`src/rtl/force_accumulator_if.sv`:
```
// rtl/force_accumulator_if.sv - beat/result stream and totals bundle for force_accumulator
interface force_accumulator_if #(
    parameter int NUM_NODES  = 10,
    parameter int FORCE_SIZE = 8,
    parameter int ACC_SIZE   = 12
);
    logic                                          begin_in;
    logic signed [FORCE_SIZE-1:0]                  force_x_in;
    logic signed [FORCE_SIZE-1:0]                  force_y_in;
    logic                                          force_valid_in;
    logic                                          result_in;
    logic [1:0][NUM_NODES-1:0][ACC_SIZE-1:0]       forces_out;
    logic                                          busy_out;
    logic                                          done_out;
    logic                                          error_out;

    modport master (
        output begin_in, force_x_in, force_y_in, force_valid_in, result_in,
        input  forces_out, busy_out, done_out, error_out
    );

    modport slave (
        input  begin_in, force_x_in, force_y_in, force_valid_in, result_in,
        output forces_out, busy_out, done_out, error_out
    );
endinterface

```
`src/rtl/force_accumulator.sv`:
```
// rtl/force_accumulator.sv - saturating per-node (x,y) force sum over NUM_SOURCES streamed sources
module force_accumulator #(
    parameter int NUM_NODES   = 10,
    parameter int FORCE_SIZE  = 8,
    parameter int ACC_SIZE    = 12,
    parameter int NUM_SOURCES = 3
) (
    input logic               clk_in,
    input logic               rst_in,
    force_accumulator_if.slave bus
);
    localparam int NW = $clog2(NUM_NODES + 1);
    localparam int SW = $clog2(NUM_SOURCES + 1);
    localparam logic [NW-1:0] NODE_END = NW'(NUM_NODES);
    localparam logic [SW-1:0] LAST_SRC = SW'(NUM_SOURCES - 1);
    localparam logic signed [ACC_SIZE-1:0] ACC_MAX = {1'b0, {(ACC_SIZE-1){1'b1}}};
    localparam logic signed [ACC_SIZE-1:0] ACC_MIN = {1'b1, {(ACC_SIZE-1){1'b0}}};

    typedef enum logic {IDLE, ACCUM} state_t;

    state_t                      state, state_next;
    logic signed [ACC_SIZE-1:0]  acc_x [NUM_NODES];
    logic signed [ACC_SIZE-1:0]  acc_y [NUM_NODES];
    logic [NW-1:0]               node_idx;
    logic [NW-1:0]               node_next;
    logic [SW-1:0]               src_cnt;
    logic                        done_r;
    logic                        error_r;
    logic                        beat_take;
    logic                        beat_drop;
    logic                        frame_end;

    // One guard bit catches overflow; clamping keeps the node pinned until an opposite beat.
    function automatic logic signed [ACC_SIZE-1:0] sat_add(
        input logic signed [ACC_SIZE-1:0]   acc,
        input logic signed [FORCE_SIZE-1:0] f
    );
        logic signed [ACC_SIZE:0] s;
        s = $signed({acc[ACC_SIZE-1], acc}) + $signed({{(ACC_SIZE+1-FORCE_SIZE){f[FORCE_SIZE-1]}}, f});
        if (s[ACC_SIZE] != s[ACC_SIZE-1])
            return s[ACC_SIZE] ? ACC_MIN : ACC_MAX;
        return s[ACC_SIZE-1:0];
    endfunction

    always_comb begin
        beat_take = 1'b0;
        beat_drop = 1'b0;
        frame_end = 1'b0;
        state_next = state;
        if (state == ACCUM) begin
            beat_take = bus.force_valid_in && (node_idx < NODE_END);
            beat_drop = bus.force_valid_in && (node_idx >= NODE_END);
            frame_end = bus.result_in && (src_cnt == LAST_SRC);
        end
        node_next = beat_take ? node_idx + NW'(1) : node_idx;
        case (state)
            IDLE:    if (bus.begin_in) state_next = ACCUM;
            ACCUM:   if (frame_end) state_next = IDLE;
            default: state_next = IDLE;
        endcase
    end

    always_ff @(posedge clk_in) begin
        if (rst_in) state <= IDLE;
        else        state <= state_next;
    end

    always_ff @(posedge clk_in) begin
        if (rst_in) begin
            for (int n = 0; n < NUM_NODES; n++) begin
                acc_x[n] <= '0;
                acc_y[n] <= '0;
            end
            node_idx <= '0;
            src_cnt  <= '0;
            done_r   <= 1'b0;
            error_r  <= 1'b0;
        end else begin
            done_r <= 1'b0;
            if (state == IDLE) begin
                if (bus.begin_in) begin
                    for (int n = 0; n < NUM_NODES; n++) begin
                        acc_x[n] <= '0;
                        acc_y[n] <= '0;
                    end
                    node_idx <= '0;
                    src_cnt  <= '0;
                    error_r  <= 1'b0;
                end
            end else begin
                for (int n = 0; n < NUM_NODES; n++) begin
                    if (beat_take && node_idx == NW'(n)) begin
                        acc_x[n] <= sat_add(acc_x[n], bus.force_x_in);
                        acc_y[n] <= sat_add(acc_y[n], bus.force_y_in);
                    end
                end
                if (beat_drop) error_r <= 1'b1;
                if (bus.result_in) begin
                    if (node_next != NODE_END) error_r <= 1'b1;
                    node_idx <= '0;
                    src_cnt  <= src_cnt + SW'(1);
                    if (frame_end) done_r <= 1'b1;
                end else begin
                    node_idx <= node_next;
                end
            end
        end
    end

    always_comb begin
        for (int n = 0; n < NUM_NODES; n++) begin
            bus.forces_out[0][n] = acc_x[n];
            bus.forces_out[1][n] = acc_y[n];
        end
        bus.busy_out  = (state == ACCUM);
        bus.done_out  = done_r;
        bus.error_out = error_r;
    end
endmodule

```
`src/flat_wrapper.sv`:
```
// flat-port wrapper written by rule: the top's interface ports become plain ports
module force_accumulator_flat 
#(
    parameter int NUM_NODES   = 10,
    parameter int FORCE_SIZE  = 8,
    parameter int ACC_SIZE    = 12,
    parameter int NUM_SOURCES = 3
)
  (clk_in, rst_in, bus_begin_in, bus_force_x_in, bus_force_y_in, bus_force_valid_in, bus_result_in, bus_forces_out, bus_busy_out, bus_done_out, bus_error_out);
  force_accumulator_if #(.NUM_NODES(NUM_NODES), .FORCE_SIZE(FORCE_SIZE), .ACC_SIZE(ACC_SIZE)) bus_i ();
  input logic clk_in;
  input logic rst_in;
  input wire logic [$bits(bus_i.begin_in)-1:0] bus_begin_in;
  input wire logic [$bits(bus_i.force_x_in)-1:0] bus_force_x_in;
  input wire logic [$bits(bus_i.force_y_in)-1:0] bus_force_y_in;
  input wire logic [$bits(bus_i.force_valid_in)-1:0] bus_force_valid_in;
  input wire logic [$bits(bus_i.result_in)-1:0] bus_result_in;
  output wire logic [$bits(bus_i.forces_out)-1:0] bus_forces_out;
  output wire logic [$bits(bus_i.busy_out)-1:0] bus_busy_out;
  output wire logic [$bits(bus_i.done_out)-1:0] bus_done_out;
  output wire logic [$bits(bus_i.error_out)-1:0] bus_error_out;
  assign bus_i.begin_in = bus_begin_in;
  assign bus_i.force_x_in = bus_force_x_in;
  assign bus_i.force_y_in = bus_force_y_in;
  assign bus_i.force_valid_in = bus_force_valid_in;
  assign bus_i.result_in = bus_result_in;
  assign bus_forces_out = bus_i.forces_out;
  assign bus_busy_out = bus_i.busy_out;
  assign bus_done_out = bus_i.done_out;
  assign bus_error_out = bus_i.error_out;
  force_accumulator #(.NUM_NODES(NUM_NODES), .FORCE_SIZE(FORCE_SIZE), .ACC_SIZE(ACC_SIZE), .NUM_SOURCES(NUM_SOURCES)) u_core (.clk_in(clk_in), .rst_in(rst_in), .bus(bus_i));
endmodule
```
`config.mk`:
```
export PLATFORM = sky130hd
export DESIGN_NAME = force_accumulator_flat
export DESIGN_NICKNAME = d
export VERILOG_FILES = /design/src/rtl/force_accumulator_if.sv /design/src/rtl/force_accumulator.sv /design/src/flat_wrapper.sv
export SDC_FILE = /design/constraint.sdc
export NUM_CORES = 1
export LEC_CHECK = 0
export ABC_AREA = 0
export CAP_MARGIN = 20
export CORE_AREA = 8 8 217 219
export CTS_BUF_LIST = sky130_fd_sc_hd__clkbuf_8
export DETAILED_ROUTE_END_ITERATION = 6
export DIE_AREA = 0 0 225 227
export GPL_TIMING_DRIVEN = 0
export PLACE_DENSITY_LB_ADDON = 0.2
export SYNTH_ARGS = -nofsm -noshare
export SYNTH_HDL_FRONTEND = slang
export SYNTH_SLANG_ARGS = --single-unit
```
`constraint.sdc`:
```
create_clock -name clk_in -period 5 [get_ports clk_in]
set_clock_uncertainty 0.05 [all_clocks]
set_input_delay 0.5 -clock clk_in [delete_from_list [all_inputs] [get_ports clk_in]]
set_output_delay 0.5 -clock clk_in [all_outputs]
set_load 0.02 [all_outputs]
```
==> results_slide.txt <==
Physical Implementation Snapshot

Floorplan
  – Core utilization at floorplan: 49.2%
  – Chip area: 0.0511 mm2
  – Die y size: 227 um
  – IO Count: 264

Timing
  – Final Hold Fails: 0
  – Max_slew headroom: 20.2%
  – Setup TNS: 0 ps
  – Endpoints failing setup: 0

Flow run
  – Max_cap viols: 0

Power
  – Leak Pwr: 10.7 nW
  – Pwr dens: 257 mW/mm2
  – Power Total: 6.72 mW

Placed design
  – # port buffers: 263
  – DP HPWL: 48200 um
  – Post-Place Worst Slack: -511 ps
  – Dpl cells: 3238

Clock tree
  – Clock tree sinks: 249
  – # hold bufs at CTS: 0
  – H-tree depth: 2
  – CTS Buf Count: 51
  – Clk root buf: clkbuf_8

Yosys
  – Syn Inst Count: 2376
  – Synth Area per Inst: 9.04 um2
  – Yosys top cell by instances: nor2_1
  – Cell Area, Synth: 0.0215 mm2
  – Post-synth EDFFs: 240
  – Ys flop type: edfxtp_1

Detailed routing
  – Remaining DRCs: 0
  – Via count: 19600

Global routing
  – First-pass GRT wire length: 102000 um
  – Vias in the first global route: 19000
  – Gr usage total: 25.0%
  – Gr ovfl total: 0

Finish
  – Area delta synth->final: 22.0%
  – Top cell excl fill/tap: nor2_1
  – Filler Cell Count: 3795

Status
  – Status: completed

Worst setup path
  – Crit end category: register
  – Cell count along the critical path: 11
  – Critical path type: in2reg
  – R2R Setup Slk: 1770 ps
  – CP Cell Sequence: clkdlybuf4s50_1, inv_1, fa_1, nor2b_1, o31ai_1, nand2_1, a221oi_1, nand4b_1, o311ai_0, clkbuf_1, o21ai_0
  – Critical Path Start: bus_force_x_in[1]
==> cell families after synthesis <==
logic type | count (synthesis) | share of synthesized area (%)
AND-OR/OR-AND | 693 | 20.4
XOR/XNOR | 159 | 6.48
adder cells (fa/ha/maj) | 265 | 16.1
buffers and inverters | 157 | 2.78
flip-flops | 249 | 34.4
multiplexers | 18 | 0.862
AND/OR/NAND/NOR | 835 | 19.0
==> layout make-up <==
cell class                 count  area (um2)  area share, %
tap                          592         741           2.83
inverter                      96         360           1.37
clock inverter                42         200          0.764
timing repair buffer         281        3070           11.7
antenna                        1        2.50        0.00955
buffer                        61         236          0.902
multi-input combinational   1970       13500           51.6
clock buffer                  51         702           2.68
sequential                   249        7390           28.2
==> tightest hold or removal path, delay by kind of cell, from the launching register on <==
family          cells  cell delay, ps
compound gates      1              70
flops               1             340
simple gates        1              70
==> sequential cells by signal, indices dropped and copies added, names as in the netlist <==
signal and cells:
u_core.bus.busy_out 1, u_core.src_cnt 2, u_core.bus.error_out 1, u_core.node_idx 4
u_core.acc_y 120, u_core.acc_x 120, u_core.bus.done_out 1
==> per-layer routing <==
| layer | vias to the layer above | part of all wire (%) | track usage (%) |
|---|---|---|---|
| met5 | - | 0 | 0 |
| met2 | 597 | 46 | 41.5 |
| li1 | 9542 | - | - |
| met4 | 0 | 4.0 | 10.7 |
| met3 | 125 | 7.3 | 5.59 |
| met1 | 9306 | 42 | 31.3 |
==> per-stage QoR <==
stage	instance area (um2)	utilization [%]
2_1_floorplan	21500	-
3_3_place_gp	24900	57.0
3_5_place_dp	25000	57.3
4_1_cts	25900	59.4
5_1_grt	26200	60.1
6_report	26200	60.1
==> where the power goes <==
group	total (mW)	switching (mW)	internal [mW]
sequential	2.50	0.0892	2.41
combinational	2.24	1.28	0.959
clock	1.99	0.992	0.999
total	6.72	2.36	4.37
**Clock network drawn from the DEF**

(1 px per um)
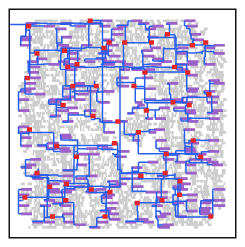
- red: clock-net drivers (count 51)
- purple: flip-flops (count 249)
- blue: clock wires (length 4700 um)
- flops lie: all over the die
- routed clock nets: 52

**Placement view**

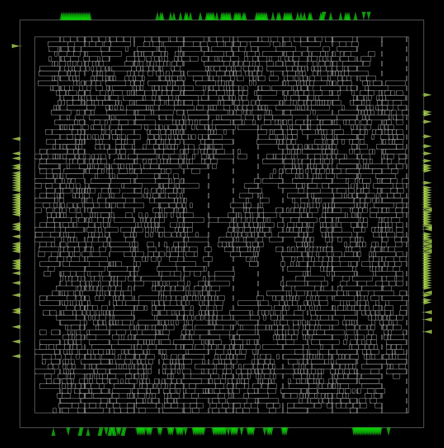
Seq cells: 249
TAP cells: 592
core area: 0.0436 mm2

Power is estimated from default activity; no workload was simulated.
